Design fetch_stage, sky130hd; sources not shown.
Run 1, cells by drive strength:
Drawn at 4 px/um.
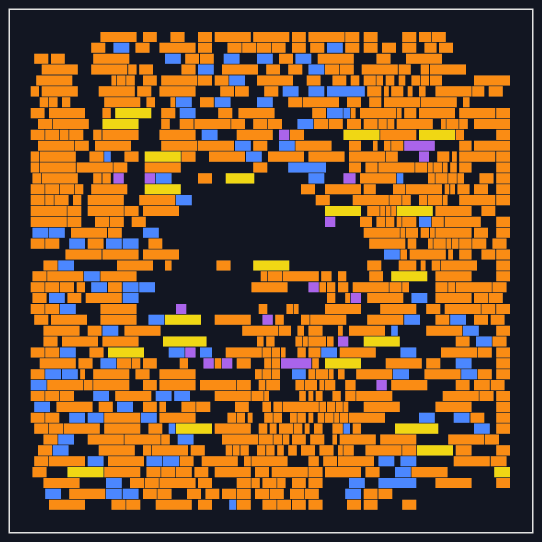
| size | color | cells |
|---|---|---|
| _3 and _4 cells | purple | 17 |
| _2 cells | blue | 96 |
| _6 and larger | yellow | 21 |
| _0 and _1 cells | orange | 606 |
non-clock buffer count: 244
final worst slack: 0.343 ns
Area growth syn-to-layout: 47.2%

Run 1, local utilization:
Drawn at 3 px/um. The die is cut into 13 by 13 equal tiles; black is low, pale yellow is high, 0 to 100% covered.
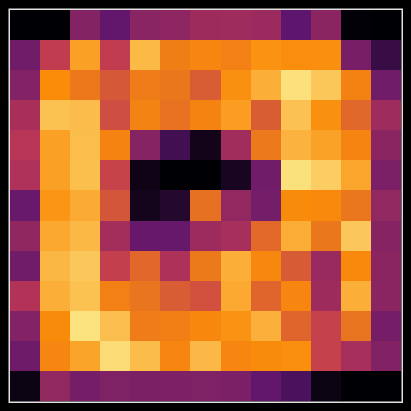
mean over tiles: 55%
tiles over 75% full: 27%
fullest tile: 94%
emptiest ninth of the die: middle
nearly empty tiles: 4.7%
core outline area: 14400 um2
FP Core Util: 45.5%

Run 1, layout detail:
Window x 53 to 78, y 53 to 78 um. Cells in gray, sequential cells in the stronger gray; small squares are vias.
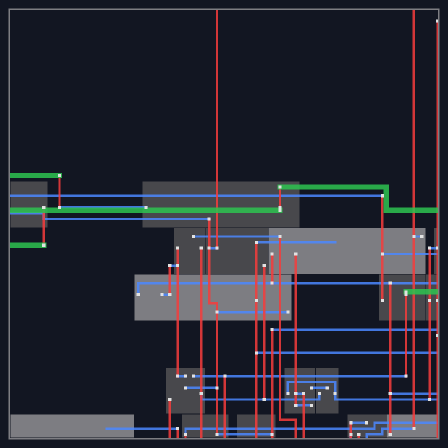
| layer | color |
|---|---|
| metal 2 | red |
| metal 1 | blue |
| metal 3 | green |
most frequent: dfrtp_1 (3)
sequential cells in the window: 3
cells with their middle in the window: 14

==> flow_summary_export.csv, run 1 <==
group,metric,value,unit
sta,skew,0.00968,ns
sta,maxSlewViolCount,0,
sta,tightest_slew,0.602,ns
routing,ant_nets,0,
synthesis,async_flop_share,100,%
outcome,status,"finished, final reports clean",
layout,fillers,1010,
sta,period_used_share,87.6,%
worst_setup_path,required,3.06,ns
power_and_ir_drop,power.share.switching,23.2,%
layout,comb_share,24.5,%
grt,use_met2,32.2,%
layout,seq_cells,162,
grt,antenna_found_initial,0,
synthesis,synth.avg_cell_area,13.5,um2
power_and_ir_drop,vdd_drop_max,526,uV
synthesis,ys_chip_area,6530,um2
layout,utilization,66.9,%
layout,drive_gt1_share,18.1,%
worst_setup_path,cp_max_fo,30,
==> run 2, diff against run 1 <==
- HOLD_SLACK_MARGIN: unset -> 0.12
Run 2, routing congestion:
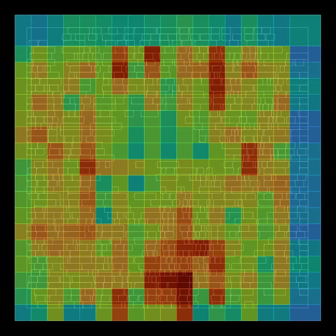
met2 usage: 32.2%
WL/cell: 18.7 um
GR Util met3: 9.02%
gr busiest metal: met2
gr usage total: 20.9%

Run 2, cells by drive strength:
Drawn at 4 px/um.
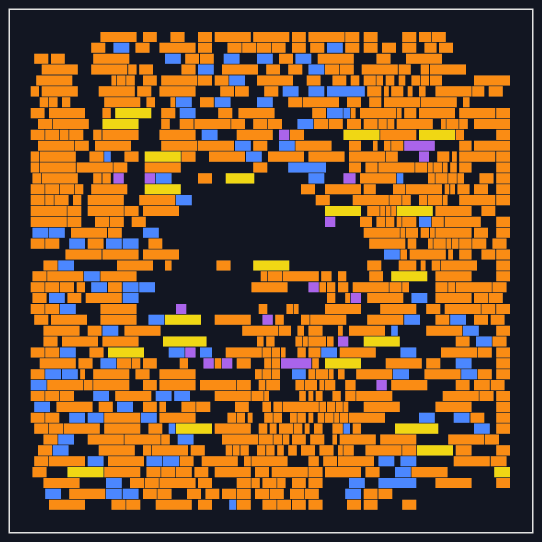
| size | color | cells |
|---|---|---|
| _6 and larger | yellow | 21 |
| _0 and _1 cells | orange | 606 |
| _3 and _4 cells | purple | 17 |
| _2 cells | blue | 96 |
fin area: 9620 um2

==> run 2 against run 1 <==
Net effect: highest routed layer unchanged; synthesized cell count unchanged; sequential cell count unchanged; hold slack unchanged; power unchanged; clock power about the same; first-iteration DRC count unchanged; sequential share of layout area unchanged; combinational power about the same; non-clock buffer count unchanged; maximum frequency unchanged; cell count unchanged.
==> flow_summary_export.csv, run 2 <==
group,metric,value,unit
worst_setup_path,crit_type,"reg -> reg",
layout,fillers,1010,
sta,worst_slack,0.343,ns
floorplanning,core_area,14400,um2
layout,seq_cells,162,
layout,buffers,244,
outcome,status,"finished, final reports clean",
worst_setup_path,cp_max_fo,30,
layout,drive_gt1_share,18.1,%
sta,tightest_slew,0.602,ns
floorplanning,fp_util,45.5,%
routing,ant_nets,0,
worst_setup_path,required,3.06,ns
synthesis,synth.avg_cell_area,13.5,um2
floorplanning,ios,231,
layout,area_growth,47.2,%
power_and_ir_drop,vdd_drop_max,526,uV
grt,antenna_found_initial,0,
layout,comb_share,24.5,%
power_and_ir_drop,power.share.switching,23.2,%
sta,maxSlewViolCount,0,
power_and_ir_drop,powerDensity,583,nW/um2
sta,skew,0.00968,ns
Run 2, local utilization:
Drawn at 3 px/um. The die is cut into 13 by 13 equal tiles; black is low, pale yellow is high, 0 to 100% covered.
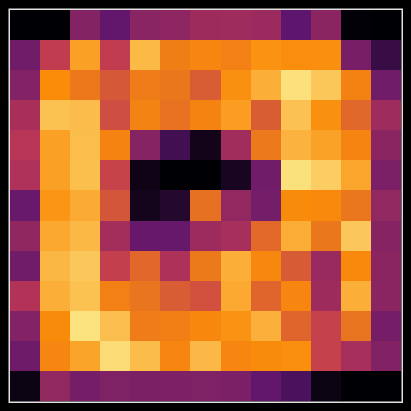
fullest tile: 94%
tiles over 75% full: 27%
emptiest ninth of the die: middle
post-route core utilization: 66.9%

==> run 3, diff against run 2 <==
- CORE_MARGIN: 5 -> unset
Run 3, local utilization:
Drawn at 3 px/um. The die is cut into 12 by 12 equal tiles; black is low, pale yellow is high, 0 to 100% covered.
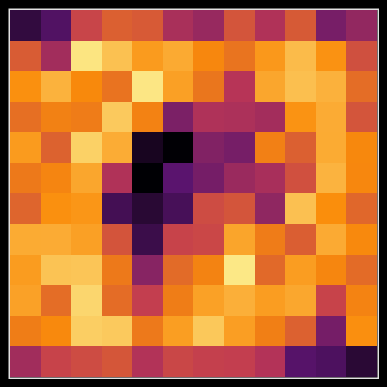
emptiest ninth of the die: middle
fullest tile: 95%
nearly empty tiles: 1.4%
mean over tiles: 62%
tiles over 75% full: 34%
core outline area: 14000 um2
post-route core utilization: 68.1%
FP Core Util: 46.5%

Run 3, layout detail:
Window x 49 to 74, y 49 to 74 um. Cells in gray, sequential cells in the stronger gray; small squares are vias.
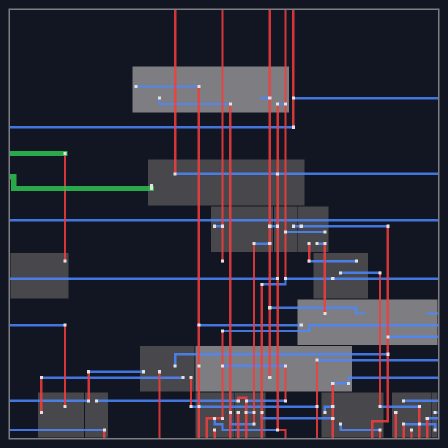
| layer | color |
|---|---|
| metal 3 | green |
| metal 2 | red |
| metal 1 | blue |
sequential cells in the window: 3
most frequent: dfrtp_1 (3), clkdlybuf4s50_1 (2)
cells with their middle in the window: 16

==> run 3 against run 2 <==
Net effect: count of clock-buffer cells in the layout stayed put; register-to-register slack worse by 0.10 ns; clock skew is 0.0012 ns higher; critical endpoint is now fault_pc[26]$_DFFE_PN0P_; largest cell class unchanged; largest power group unchanged.
==> flow_summary_export.csv, run 3 <==
group,metric,value,unit
synthesis,synthCells,485,
synthesis,async_flop_share,100,%
grt,antenna_found_initial,1,
layout,nonClkBufAreaFrac,25.1,%
synthesis,fa_ha_area_share,0.383,%
synthesis,synth.avg_cell_area,13.5,um2
layout,seq_cells,162,
layout,area.sequential,4060,um2
layout,sh_seq_area,42.4,%
power_and_ir_drop,clkPwrFrac,38.0,%
placed_design,placed_cells,886,
sta,skew,0.0108,ns
sta,tightest_slew,0.772,ns
power_and_ir_drop,powerDensity,572,nW/um2
worst_setup_path,crit_type,"reg -> reg",
power_and_ir_drop,clk-power,2.08,mW
job,maxCapViolations,0,
grt,busiest_layer,"met2",
power_and_ir_drop,power.share.switching,24.4,%
routing,wl_per_cell,17.7,um
layout,area_growth,46.5,%
outcome,status,"finished, final reports clean",
synthesis,ys_chip_area,6530,um2
synthesis,ys_cells,485,
layout,fillers,999,
sta,maxSlewViolCount,0,
grt,met3_usage,8.09,%
layout,layout_top_cell,"clkdlybuf4s50_1",
layout,comb_share,24.6,%
routing,dr_wl_met2,8.02,mm
worst_setup_path,required,3.06,ns
power_and_ir_drop,vdd_drop_max,458,uV
worst_setup_path,cp_max_fo,21,
floorplanning,taps,180,
routing,ant_nets,0,
floorplanning,ios,231,
sta,period_used_share,91.3,%
layout,buffers,242,
synthesis,top_cell,"dfrtp_1",
layout,design_area,9570,um2
power_and_ir_drop,p_comb_share,13.5,%
routing,vias_per_cell,5.29,
layout,drive_gt1_share,18.0,%
grt,grt_usage,22.7,%
floorplanning,dieArea,15000,um2
sta,worst_slack,0.241,ns
placed_design,dp_hpwl,11.8,mm
Run 3, met2 routing:
Drawn at 3 px/um.
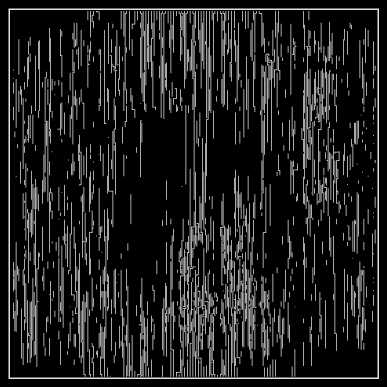
share of all routed wire: 49%
longest straight run: 40.3 um
main direction: vertical
wire length on this layer: 8020 um
nets with wire on the layer: 742
vias post-DR: 4866
drt total wl: 16.3 mm
met2 usage: 36.3%

Power and IR drop assume default switching activity.
